===== config.mk =====
export PLATFORM = sky130hd
export DESIGN_NAME = deser_fifo_param
export DESIGN_NICKNAME = d
export VERILOG_FILES = /design/src/rtl/deser_fifo_param.sv
export SDC_FILE = /design/constraint.sdc
export NUM_CORES = 1
export LEC_CHECK = 0
export ABC_AREA = 1
export CORE_ASPECT_RATIO = 1.25
export CORE_MARGIN = 1
export CORE_UTILIZATION = 62
export DETAILED_ROUTE_END_ITERATION = 6
export HOLD_SLACK_MARGIN = 0.12
export PLACE_DENSITY = 0.9
export SETUP_SLACK_MARGIN = 0.05
export SYNTH_ARGS = -nofsm -noshare
export SYNTH_HDL_FRONTEND = slang
export SYNTH_SLANG_ARGS = --single-unit
export TNS_END_PERCENT = 20

===== constraint.sdc =====
create_clock -name clock -period 4.9 [get_ports clock]
set_input_delay 0.98 -clock clock [delete_from_list [all_inputs] [get_ports clock]]
set_output_delay 0.98 -clock clock [all_outputs]
set_load 0.05 [all_outputs]

===== src/rtl/deser_fifo_param.sv =====
`default_nettype none
//==============================================================================
//  Module      : deser_fifo_param
//  Description : Serial-to-parallel front end with an integrated show-ahead
//                word FIFO. Qualified serial bits are collected into
//                WIDTH-bit words. Each completed word is pushed into a
//                DEPTH-entry circular buffer.
//                When the FIFO is full, the FULL_MODE parameter selects the
//                behaviour:
//                  - 0: stall. The completed word is held and status_out
//                       drops until the word can be written.
//                  - 1: drop. The completed word is discarded and the
//                       sticky overflow_out flag is set.
//  Ports       : clock        - system clock, rising edge
//                reset        - asynchronous, active-high
//                data_in      - serial bit
//                write_in     - data_in valid (sampled only while status_out=1)
//                status_out   - 1 = a bit is accepted this cycle
//                dequeue_in   - pop head word (ignored when empty)
//                clear_in     - synchronous flush of deserializer, FIFO,
//                               overflow flag
//                data_out     - head word, 0 when empty
//                len_out      - number of stored words, 0..DEPTH
//                data_ready   - one-cycle pulse after a word entered the FIFO
//                empty_out    - FIFO empty
//                full_out     - FIFO full
//                overflow_out - sticky: a completed word was dropped
//  Revision    : 1.0 - initial release
//==============================================================================
module deser_fifo_param #(
   parameter int WIDTH     = 8,
   parameter int DEPTH     = 4,
   parameter int MSB_FIRST = 1,
   parameter int FULL_MODE = 0
) (
   input  logic                       clock,
   input  logic                       reset,
   input  logic                       data_in,
   input  logic                       write_in,
   output logic                       status_out,
   input  logic                       dequeue_in,
   input  logic                       clear_in,
   output logic [WIDTH-1:0]           data_out,
   output logic [$clog2(DEPTH+1)-1:0] len_out,
   output logic                       data_ready,
   output logic                       empty_out,
   output logic                       full_out,
   output logic                       overflow_out
);

   localparam int c_cnt_w = $clog2(WIDTH);
   localparam int c_ptr_w = $clog2(DEPTH);
   localparam int c_len_w = $clog2(DEPTH+1);

   localparam logic [c_cnt_w-1:0] c_last_bit  = c_cnt_w'(WIDTH-1);
   localparam logic [c_len_w-1:0] c_depth     = c_len_w'(DEPTH);
   localparam logic               c_drop_mode = (FULL_MODE != 0);

   typedef enum logic [0:0] {
      ST_SHIFT = 1'b0,
      ST_HOLD  = 1'b1
   } state_t;

   state_t               r_state;
   state_t               w_state_nxt;

   logic [WIDTH-1:0]     r_shift;
   logic [WIDTH-1:0]     r_hold;
   logic [c_cnt_w-1:0]   r_bit_cnt;
   logic [c_ptr_w-1:0]   r_wr_ptr;
   logic [c_ptr_w-1:0]   r_rd_ptr;
   logic [c_len_w-1:0]   r_len;
   logic                 r_overflow;
   logic                 r_data_ready;
   logic [WIDTH-1:0]     r_mem [DEPTH];

   logic [WIDTH-1:0]     w_shift_nxt;
   logic                 w_accept;
   logic                 w_word_done;
   logic                 w_push_ok;
   logic                 w_push_shift;
   logic                 w_push_hold;
   logic                 w_hold_load;
   logic                 w_drop;
   logic                 w_push;
   logic                 w_pop;
   logic [WIDTH-1:0]     w_push_data;

   // The value the shift register takes when the current bit is accepted.
   // On the last bit, this value is the completed word.
   generate
      if (MSB_FIRST != 0) begin : g_msb_first
         assign w_shift_nxt = {r_shift[WIDTH-2:0], data_in};
      end else begin : g_lsb_first
         assign w_shift_nxt = {data_in, r_shift[WIDTH-1:1]};
      end
   endgenerate

   assign status_out  = (r_state == ST_SHIFT);
   assign w_accept    = write_in & status_out;
   assign w_word_done = w_accept & (r_bit_cnt == c_last_bit);
   // A pop on the same edge frees a slot, even when the FIFO is full.
   assign w_push_ok   = !full_out | (dequeue_in & !empty_out);

   // Next-state logic and per-edge actions. Clear overrides everything.
   always_comb begin
      w_state_nxt  = r_state;
      w_push_shift = 1'b0;
      w_push_hold  = 1'b0;
      w_hold_load  = 1'b0;
      w_drop       = 1'b0;
      if (clear_in) begin
         w_state_nxt = ST_SHIFT;
      end else begin
         case (r_state)
            ST_SHIFT: begin
               if (w_word_done) begin
                  if (w_push_ok) begin
                     w_push_shift = 1'b1;
                  end else if (c_drop_mode) begin
                     w_drop = 1'b1;
                  end else begin
                     w_hold_load = 1'b1;
                     w_state_nxt = ST_HOLD;
                  end
               end
            end
            ST_HOLD: begin
               if (w_push_ok) begin
                  w_push_hold = 1'b1;
                  w_state_nxt = ST_SHIFT;
               end
            end
            default: w_state_nxt = ST_SHIFT;
         endcase
      end
   end

   assign w_push      = w_push_shift | w_push_hold;
   assign w_push_data = w_push_hold ? r_hold : w_shift_nxt;
   assign w_pop       = dequeue_in & !empty_out & !clear_in;

   always_ff @(posedge clock or posedge reset) begin
      if (reset) begin
         r_state <= ST_SHIFT;
      end else begin
         r_state <= w_state_nxt;
      end
   end

   always_ff @(posedge clock or posedge reset) begin
      if (reset) begin
         r_shift      <= '0;
         r_hold       <= '0;
         r_bit_cnt    <= '0;
         r_wr_ptr     <= '0;
         r_rd_ptr     <= '0;
         r_len        <= '0;
         r_overflow   <= 1'b0;
         r_data_ready <= 1'b0;
      end else if (clear_in) begin
         r_shift      <= '0;
         r_hold       <= '0;
         r_bit_cnt    <= '0;
         r_wr_ptr     <= '0;
         r_rd_ptr     <= '0;
         r_len        <= '0;
         r_overflow   <= 1'b0;
         r_data_ready <= 1'b0;
      end else begin
         if (w_accept) begin
            r_shift   <= w_shift_nxt;
            r_bit_cnt <= w_word_done ? '0 : r_bit_cnt + 1'b1;
         end
         if (w_hold_load) begin
            r_hold <= w_shift_nxt;
         end
         // DEPTH is a power of two, so the pointers wrap naturally.
         if (w_push) begin
            r_wr_ptr <= r_wr_ptr + 1'b1;
         end
         if (w_pop) begin
            r_rd_ptr <= r_rd_ptr + 1'b1;
         end
         case ({w_push, w_pop})
            2'b10:   r_len <= r_len + 1'b1;
            2'b01:   r_len <= r_len - 1'b1;
            default: r_len <= r_len;
         endcase
         if (w_drop) begin
            r_overflow <= 1'b1;
         end
         r_data_ready <= w_push;
      end
   end

   // The storage array needs no reset: empty_out masks stale contents.
   always_ff @(posedge clock) begin
      if (w_push) begin
         r_mem[r_wr_ptr] <= w_push_data;
      end
   end

   assign len_out      = r_len;
   assign empty_out    = (r_len == '0);
   assign full_out     = (r_len == c_depth);
   assign data_out     = empty_out ? '0 : r_mem[r_rd_ptr];
   assign data_ready   = r_data_ready;
   assign overflow_out = r_overflow;

endmodule
`default_nettype wire


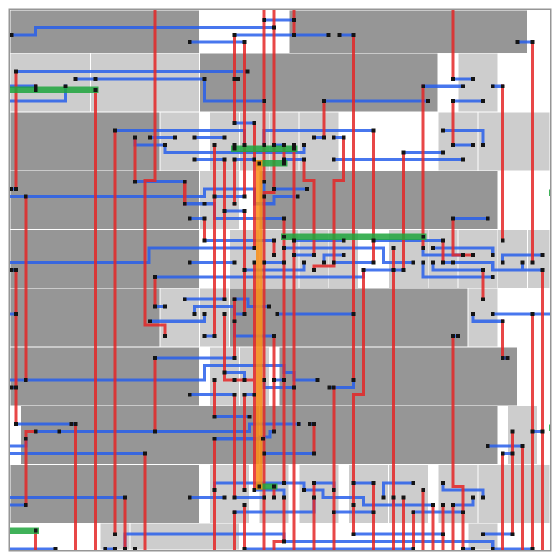
run_1/detail.png
Window x 34 to 59, y 45 to 70 um. Cells in grey, sequential cells in the stronger grey; small squares are vias.
- metal 4: orange
- metal 2: red
- metal 1: blue
- metal 3: green
- sequential cells in the window: 14
- netlist names of flops here include: `r_mem` (14)
- cells with their middle in the window: 47
- most frequent: nor2_1 (14), edfxtp_1 (14), o21ai_0 (9)

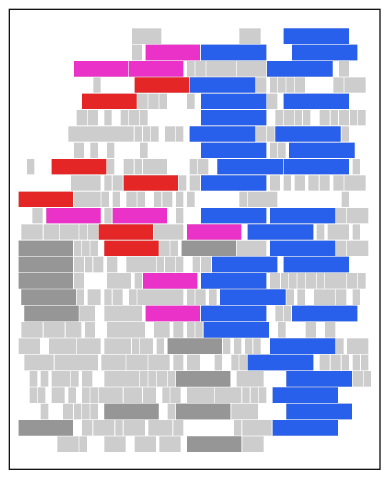
run_1/flops_by_reg.png
(6 px per um) Other sequential cells in the stronger grey, the rest of the logic in the fainter grey.
- `r_mem`: blue (placed flops 32; where a vertical strip on the right)
- `r_hold`: magenta (placed flops 8)
- `r_shift`: red (placed flops 7)
P_seq: 0.536 mW
Final Core Density: 75.7%
register area: 0.00164 mm2
flop share of the area: 51.9%

==> GITHUB_STEP_SUMMARY, run 1 <==
## Synthesis and layout report

| Metric | Value |
|---|---|
| P_leak | `1.32 nW` |
| Chip area | `0.00470 mm2` |
| Syn Inst Count | `267` |
| Total CTS buffers | `9` |
| Worst Tran Pin Value | `994 ps` |
| Worst Slack Setup Final | `1350 ps` |
| Cell count in the Yosys report | `267` |
| Tot GR Track Use | `25.4%` |
| Clock sink count | `59` |
| CTS resizes | `0` |
| Share of layout cells above drive strength 1 | `12.9%` |
| I/O pin count | `22` |
| Setup TNS | `0 ps` |
| Die height | `76.4 um` |
| Max Buffers Root-to-Sink | `2` |
| Routed vias/inst | `5.49` |
| Post-Syn Nets | `280` |
| Worst skew pair latency | `340 ps` |
| Run status | `completed` |
| # diodes | `0` |
| CP Launch Type | `register` |
| CTS tree | `done` |
| DRT iter0 DRCs | `112` |
| Final HPWL DP | `3570 um` |
| Die outline width | `61.5 um` |
| WHS | `494 ps` |
| Worst Path Max Fanout | `18` |
| # setup viols final | `0` |
| Synth Warn # | `0` |
| Part of the cycle the worst path needs | `72.5%` |
| Antenna violations before repair | `0` |
| Max cap viols | `0` |
| Place WS | `1410 ps` |
| Min Tclk post-route | `3550 ps` |
| Tool Warnings | `29` |
| Tot Pwr | `1.01 mW` |
| Core Density at Floorplan | `66.0%` |
| Mapped Avg Cell Area | `10.3 um2` |
| # hold bufs at CTS | `0` |
| Syn Std Cell Area | `0.00275 mm2` |
| Logic family by area | `simple AND/OR/NAND/NOR gates` |
| Cell Rows | `26` |
| Worst Setup Path Type | `register to primary output` |
| Crit path DRT | `3920 ps` |
| P&R area growth vs syn | `14.7%` |
| Peak VDD IR | `0.230 mV` |
| Final antenna-violating net count | `0` |
| PwrDens | `320 mW/mm2` |
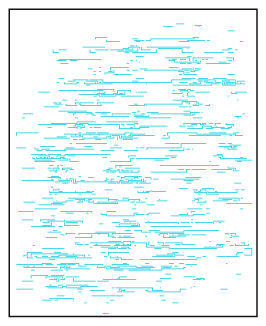
run_1/layer_met1.png
(4 px per um)
- share of all routed wire: 39%
- nets with wire on the layer: 279
Global Route met1 Usage: 28.5%
vias: 1920
final WL: 5130 um

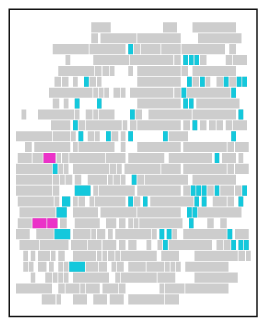
run_1/logic_types.png
(4 px per um)
- nor cells: cyan (cells 53)
- non-inverting ao/oa cells: magenta (cells 3)
post-route insts no fill: 350
most numerous logic cell after layout: nor2_1
Comb area share: 29.2%

==> run 1: flip-flops by register name, summed over array words and instances, names as in the netlist, 2 cells and up <==
name / count
len_out: 3
r_bit_cnt: 3
r_hold: 8
r_mem: 32
r_rd_ptr: 2
r_shift: 7
r_wr_ptr: 2
==> run 1: layout by cell type, fill, tap and decap left out, types with 2 or more instances in the layout <==
| master | count |
|---|---|
| clkdlybuf4s50_1 | 20 |
| clkbuf_8 | 10 |
| edfxtp_1 | 32 |
| o21ai_0 | 25 |
| clkinv_1 | 2 |
| nand3_1 | 5 |
| inv_1 | 27 |
| nor2_1 | 48 |
| a21oi_1 | 19 |
| o21ai_1 | 8 |
| nand3_4 | 2 |
| nand2_2 | 3 |
| clkinv_2 | 3 |
| nor2_4 | 3 |
| nand2_4 | 2 |
| dfrtp_1 | 27 |
| inv_2 | 6 |
| ha_1 | 6 |
| nand2_1 | 27 |
==> run 1: per-layer routing <==
| layer | wire length, um | share of wire, % |
|---|---|---|
| met5 | 0 | 0 |
| met3 | 226 | 4.4 |
| met4 | 84 | 1.6 |
| met1 | 2000 | 39 |
| met2 | 2830 | 55 |
==> run 1: synth_stat cells (2+ instances only) <==
library cell   n  share of area, %
nor2_1        48               6.6
edfxtp_1      32                35
dfrtp_1       27                25
inv_1         27               3.7
nand2_1       27               3.7
o21ai_0       25               4.6
a21oi_1       19               3.5
o21ai_1        8               1.5
ha_1           6               2.7
inv_2          6              0.82
nand3_1        5              0.91
buf_2          4              0.73
buf_4          4               1.1
nand2_2        3              0.68
nor2_4         3               1.2
clkinv_1       2              0.27
nand2_4        2              0.82
nand3_4        2               1.3
==> run 1: final timing paths <==
kind	startpoint	to	slack [ps]	cells past startpoint
max	r_rd_ptr[0]	data_out[3]	1350	4
min	r_bit_cnt[0]	r_bit_cnt[0]	490	1
max reg2reg	r_bit_cnt[0]	len_out[2]	2670	13
min reg2reg	r_bit_cnt[0]	r_bit_cnt[0]	490	1
max in group asynchronous	reset	r_shift[4]	3110	2
min in group asynchronous	reset	data_ready	1170	2
==> run 1: cell type report <==
cell class | count | area [um2]
clock buffers | 11 | 141
clock inverters | 5 | 52.6
fillers | 279 | 1010
inverters | 35 | 131
multi-input cells | 164 | 918
flip-flops and latches | 59 | 1640
well taps | 56 | 70.1
repair buffers | 20 | 200
==> run 1: logic make-up (layout without fill, tap and decap cells) <==
group,after synthesis,count (layout)
AND-OR/OR-AND,59,59
adder cells (fa/ha/maj),7,7
other,1,1
flip-flops,59,59
AND/OR/NAND/NOR,95,95
buffers and inverters,44,71
multiplexers,1,1
XOR/XNOR,1,1
==> run 1: power breakdown <==
group	internal (mW)	switching [mW]	total, mW
Clock	0.246	0.184	0.430
Combinational	0.0148	0.0275	0.0423
Sequential	0.530	0.00658	0.536
==> run 1: critical path: stages (launching register included) <==
cell             delay, ps
dfrtp_1                590
inv_1                  450
o21ai_0                180
a21oi_1                190
clkdlybuf4s50_1        830
run_1/congestion.png
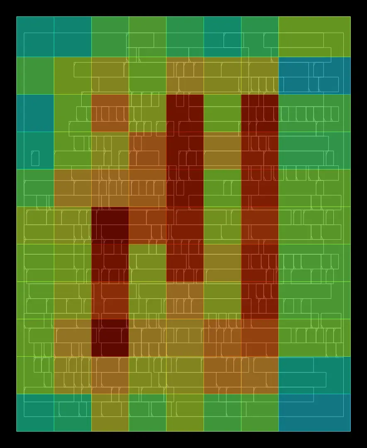

==> run 1 -> run 2 <==
Settings changed: CORE_UTILIZATION 62 to 52, PLACE_DENSITY 0.9 to 0.81.
Clock period 4.9 ns to 3.2 ns, I/O delays scaled along.
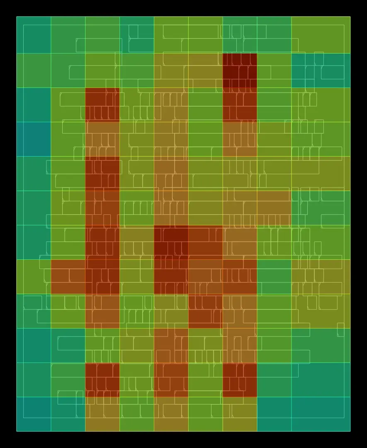
run_2/congestion.png
Global Route met1 Usage: 23.8%
met3 usage: 6.46%
DR WL/cell: 13.4 um

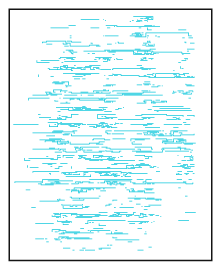
run_2/layer_met1.png
(3 px per um)
- main direction: horizontal
- share of all routed wire: 41%
- longest straight run: 15.6 um
- nets with wire on the layer: 283
- wire length on this layer: 2000 um
vias: 1873
final WL: 4860 um

==> GITHUB_STEP_SUMMARY, run 2 <==
## Synthesis and layout report

| Metric | Value |
|---|---|
| # setup viols final | `0 (unchanged)` |
| Top Layout Cells | `48 x nor2_1, 32 x edfxtp_1, 27 x inv_1, 27 x nand2_1, 27 x dfrtp_1 (unchanged)` |
| Most flops, register | `r_mem (unchanged)` |
| Top cell area share | `35.0% (unchanged)` |
| Worst Setup Path Type | `register to primary output (unchanged)` |
| # diodes | `0 (unchanged)` |
| DRT iter0 DRCs | `111 (was 112)` |
| Logic family by area | `simple AND/OR/NAND/NOR gates (unchanged)` |
| Final HPWL DP | `3370 um (was 3570 um)` |
| Worst skew pair latency | `330 ps (was 340 ps)` |
| Tot GR Track Use | `20.9% (was 25.4%)` |
| Worst Path Max Fanout | `9 (was 18)` |
| Fill cells | `409 (was 279)` |
| Run status | `completed (unchanged)` |
| Core Density at Floorplan | `54.1% (was 66.0%)` |
| Die height | `83.3 um (was 76.4 um)` |
| Cell accounting for the most synthesized area | `edfxtp_1 (unchanged)` |
| CTS tree | `done (unchanged)` |
| Crit path DRT | `2560 ps (was 3920 ps)` |
| Syn Std Cell Area | `0.00275 mm2 (unchanged)` |
| I/O pin count | `22 (unchanged)` |
| Max Buffers Root-to-Sink | `2 (unchanged)` |
| Routed vias/inst | `5.16 (was 5.49)` |
| Post-synth top cells | `48 x nor2_1, 32 x edfxtp_1, 27 x dfrtp_1, 27 x inv_1, 27 x nand2_1 (unchanged)` |
| Synth Warn # | `0 (unchanged)` |
| Most common cell in the synthesized netlist | `nor2_1 (unchanged)` |
| Place WS | `455 ps (was 1410 ps)` |
| Clock sink count | `59 (unchanged)` |
| Antenna violations before repair | `0 (unchanged)` |
| Most numerous logic cell after layout | `nor2_1 (unchanged)` |
| Share of layout cells above drive strength 1 | `14.6% (was 12.9%)` |
| Top cells by area | `edfxtp_1 35%, dfrtp_1 25%, nor2_1 6.6%, o21ai_0 4.6%, inv_1 3.7% (unchanged)` |
| P_leak | `1.51 nW (was 1.32 nW)` |
| Max cap viols | `0 (unchanged)` |
| Syn Inst Count | `267 (unchanged)` |
| Total CTS buffers | `9 (unchanged)` |
| Tot Pwr | `1.60 mW (was 1.01 mW)` |
| Tool Warnings | `29 (unchanged)` |
| Crit path cell chain | `nor2_4, nand2_2, clkinv_1, clkdlybuf4s50_1 (was inv_1, o21ai_0, a21oi_1, clkdlybuf4s50_1)` |
| Chip area | `0.00558 mm2 (was 0.00470 mm2)` |
| Setup TNS | `0 ps (unchanged)` |
| Top Registers | `r_mem x32, r_hold x8, r_shift x7 (unchanged)` |
-- run 2: cell count changes in the layout (fill, tap and decap cells not counted), sizes merged --
cell | previous run | this run
bufinv | 1 | 2
clkdlybuf4s50 | 20 | 12
dlymetal6s2s | 0 | 8
clkinv | 5 | 4
buf | 0 | 7
-- run 2: through the flow --
stage	instance area, um2	util [%]
finish	3250	63.9
global route	3250	63.9
CTS	3230	63.5
detailed placement	3020	59.4
global placement	3020	59.4
floorplan	2750	-
-- run 2: cells by family after synthesis --
group	after synthesis
DFF	59
AOI/OAI and AO/OA	59
adders and majority gates	7
buffers and inverters	44
xor gates and xnor gates	1
and+or+nand+nor	95
muxes	1
other	1
-- run 2: where the power goes --
group | internal [mW] | switching (mW)
clock | 0.436 | 0.278
combinational | 0.0245 | 0.0426
sequential | 0.811 | 0.00870
-- run 2: cell type report --
type	instances	area, um2	area share [%]
sequential	59	1640	50.4
multi-input combinational	164	918	28.3
timing repair buffer	27	273	8.40
clock buffer	11	131	4.05
inverter	35	131	4.05
clock inverter	5	77.6	2.39
tap	62	77.6	2.39
-- run 2: path summary, 6_finish.rpt --
path	startpoint	end	slack [ps]	cells after the start
max	len_out[0]	empty_out	470	4
min reg2reg	r_bit_cnt[0]	r_bit_cnt[0]	490	1
max in group asynchronous	reset	r_bit_cnt[1]	2280	3
min in group asynchronous	reset	len_out[0]	670	3
max reg2reg	r_bit_cnt[0]	len_out[2]	980	13
min	r_bit_cnt[0]	r_bit_cnt[0]	490	1
-- run 2: worst max-delay path: cells and delay by family, from the launching register on --
kind	cells	cell delay (ps)
flops	1	450
buf+inv	2	1030
simple gates	2	270
-- run 2: metal layers --
metal	wire, um	part of all wire (%)	up-vias
met1	2000	41	875
met3	245	5.0	12
met2	2490	51	48
met5	0	0	-
li1	-	-	938
met4	115	2.4	0
-- run 2: what timing repair did --
item	CTS	global route
buffers inserted	0	0
setup endpoints to repair	0	8
gates resized	0	8
run_2/detail.png
Window x 38 to 63, y 50 to 75 um. Cells in grey, sequential cells in the stronger grey; small squares are vias.
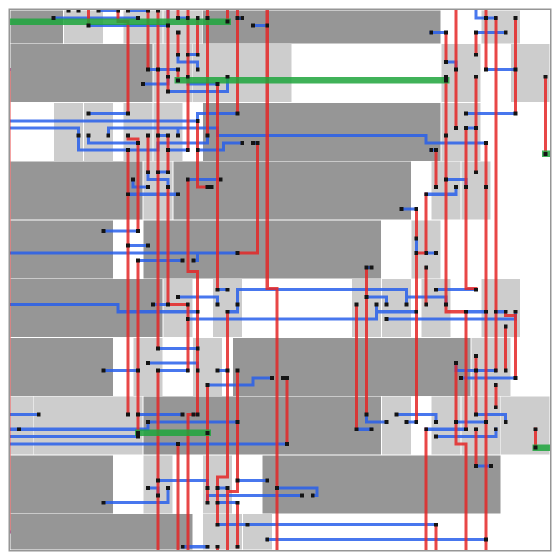

==> run 2 -> run 3 <==
Settings changed: CORE_UTILIZATION 52 to 57, MAX_ROUTING_LAYER set to met4, PLACE_DENSITY 0.81 to 0.84.
Clock period 3.2 ns to 2.85 ns, I/O delays scaled along.
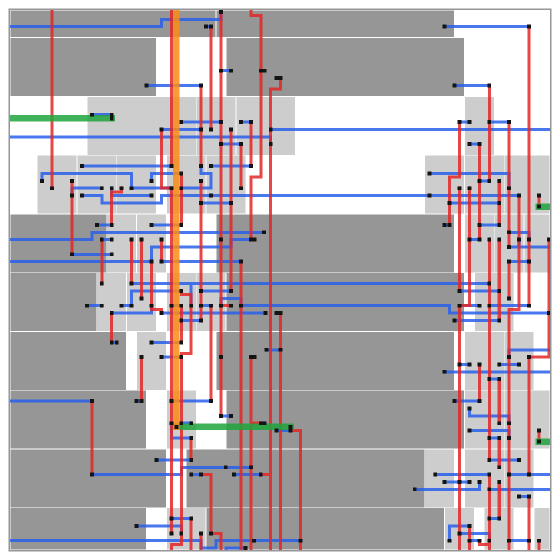
run_3/detail.png
Window x 36 to 61, y 47 to 72 um. Cells in grey, sequential cells in the stronger grey; small squares are vias.
- metal 1: blue
- metal 4: orange
- metal 3: green
- metal 2: red
- netlist names of flops here include: `r_mem` (11)
- cells with their middle in the window: 45
- sequential cells in the window: 11
- most frequent: nor2_1 (15), edfxtp_1 (11), o21ai_0 (9)

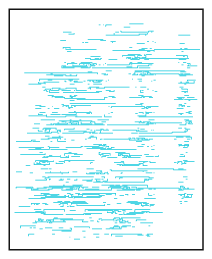
run_3/layer_met1.png
(3 px per um)
- wire length on this layer: 2020 um
- longest straight run: 24.4 um
- nets with wire on the layer: 284
- main direction: horizontal
- share of all routed wire: 42%
final WL: 4840 um
vias: 1883
Global Route met1 Usage: 25.0%

==> GITHUB_STEP_SUMMARY, run 3 <==
## Synthesis and layout report

| Metric | Value |
|---|---|
| Chip area | `0.00510 mm2 (was 0.00558 mm2)` |
| Bufs and invs on worst path | `2 (unchanged)` |
| Synth Warn # | `0 (unchanged)` |
| Worst Setup Path Type | `register to primary output (unchanged)` |
| Cell Rows | `27 (was 29)` |
| Min Tclk post-route | `2670 ps` |
| # hold bufs at CTS | `0 (unchanged)` |
| P_int | `1.25 mW (was 1.27 mW)` |
| DRT iter0 DRCs | `80 (was 111)` |
| Cell accounting for the most synthesized area | `edfxtp_1 (unchanged)` |
| Top Registers | `r_mem x32, r_hold x8, r_shift x7 (unchanged)` |
| Tot GR Track Use | `23.0% (was 20.9%)` |
| Die outline width | `64.1 um (was 67.0 um)` |
| Cell count in the Yosys report | `267 (unchanged)` |
| Most common cell in the synthesized netlist | `nor2_1 (unchanged)` |
| Footprint of the multi-input gates | `918 um2 (unchanged)` |
| Mapped Avg Cell Area | `10.3 um2 (unchanged)` |
| Max Buffers Root-to-Sink | `2 (unchanged)` |
| Post-Syn Nets | `280 (unchanged)` |
| RR Endpoint | `len_out[2] (unchanged)` |
| Clock power share | `39.4% (was 44.6%)` |
| CP Launch Type | `register (unchanged)` |
| Top Layout Cells | `48 x nor2_1, 32 x edfxtp_1, 27 x inv_1, 27 x nand2_1, 27 x dfrtp_1 (unchanged)` |
| Antenna violations before repair | `0 (unchanged)` |
| Final HPWL DP | `3400 um (was 3370 um)` |
| Syn Inst Count | `267 (unchanged)` |
| Max FFs per register | `32 (unchanged)` |
| Critical path's slowest cell | `clkdlybuf4s50_1 (unchanged)` |
| Part of the cycle the worst path needs | `93.7%` |
| Run status | `completed (unchanged)` |
| PwrDens | `519 mW/mm2 (was 493 mW/mm2)` |
| I/O pin count | `22 (unchanged)` |
| Crit path cell chain | `nor2_4, nand2_2, clkinv_1, clkdlybuf4s50_1 (unchanged)` |
| Min-delay src | `r_bit_cnt[0] (unchanged)` |
| Peak VDD IR | `0.373 mV (was 0.362 mV)` |
| Most numerous logic cell after layout | `nor2_1 (unchanged)` |
[run 3: power groups by stage]
stage | registers [mW] | logic (mW) | clock network [mW]
detailed placement | 0.939 | 0.0760 | 0
finish | 0.922 | 0.0756 | 0.648
global route | 0.922 | 0.0835 | 0.694
floorplan | 0.936 | 0.0551 | 0
global placement | 0.937 | 0.0733 | 0
CTS | 0.922 | 0.0766 | 0.656
[run 3: logic make-up after synthesis]
family | after synthesis | synth area share (%)
XOR/XNOR | 1 | 0.319
AND/OR/NAND/NOR | 95 | 16.7
other | 1 | 0.136
adder cells (fa/ha/maj) | 7 | 3.46
buffers and inverters | 44 | 7.01
flip-flops | 59 | 59.6
multiplexers | 1 | 0.410
AND-OR/OR-AND | 59 | 12.4
[run 3: cell type report]
class | instances | share of cell area [%]
Tap cell | 58 | 2.29
Sequential cell | 59 | 51.7
Timing Repair Buffer | 28 | 7.58
Clock buffer | 10 | 4.03
Inverter | 35 | 4.15
Multi-Input combinational cell | 164 | 29.0
Clock inverter | 6 | 1.30
[run 3: how the worst max path moves through the flow]
stage | slack (ps) | to | cells past startpoint | startpoint
after floorplan | -30 | data_out[0] | 4 | len_out[0]
after global placement | 280 | len_out[2] | 13 | dequeue_in
after detailed placement | 140 | len_out[2] | 13 | dequeue_in
after CTS | 160 | empty_out | 4 | len_out[0]
after global routing | 70 | empty_out | 4 | len_out[0]
final | 180 | empty_out | 4 | len_out[0]
[run 3: stage by stage]
step,utilization [%],hold slack [ps],setup slack [ps],total power [mW]
after floorplan,-,447,-31.7,0.991
after global placement,66.3,467,279,1.01
after detailed placement,66.3,481,144,1.01
after CTS,70.0,498,158,1.65
after global routing,70.0,504,68.8,1.70
final,70.0,495,179,1.65
[run 3: metal layers]
layer,share of wire [%],GRT usage [%],vias to the layer above,routed length [um]
met3,4.6,6.43,17,222
met5,0,-,-,0
met1,42,25.0,878,2020
met4,2.3,13.1,0,111
met2,51,37.9,50,2490
li1,-,-,938,-
Power is estimated from default activity; no workload was simulated.
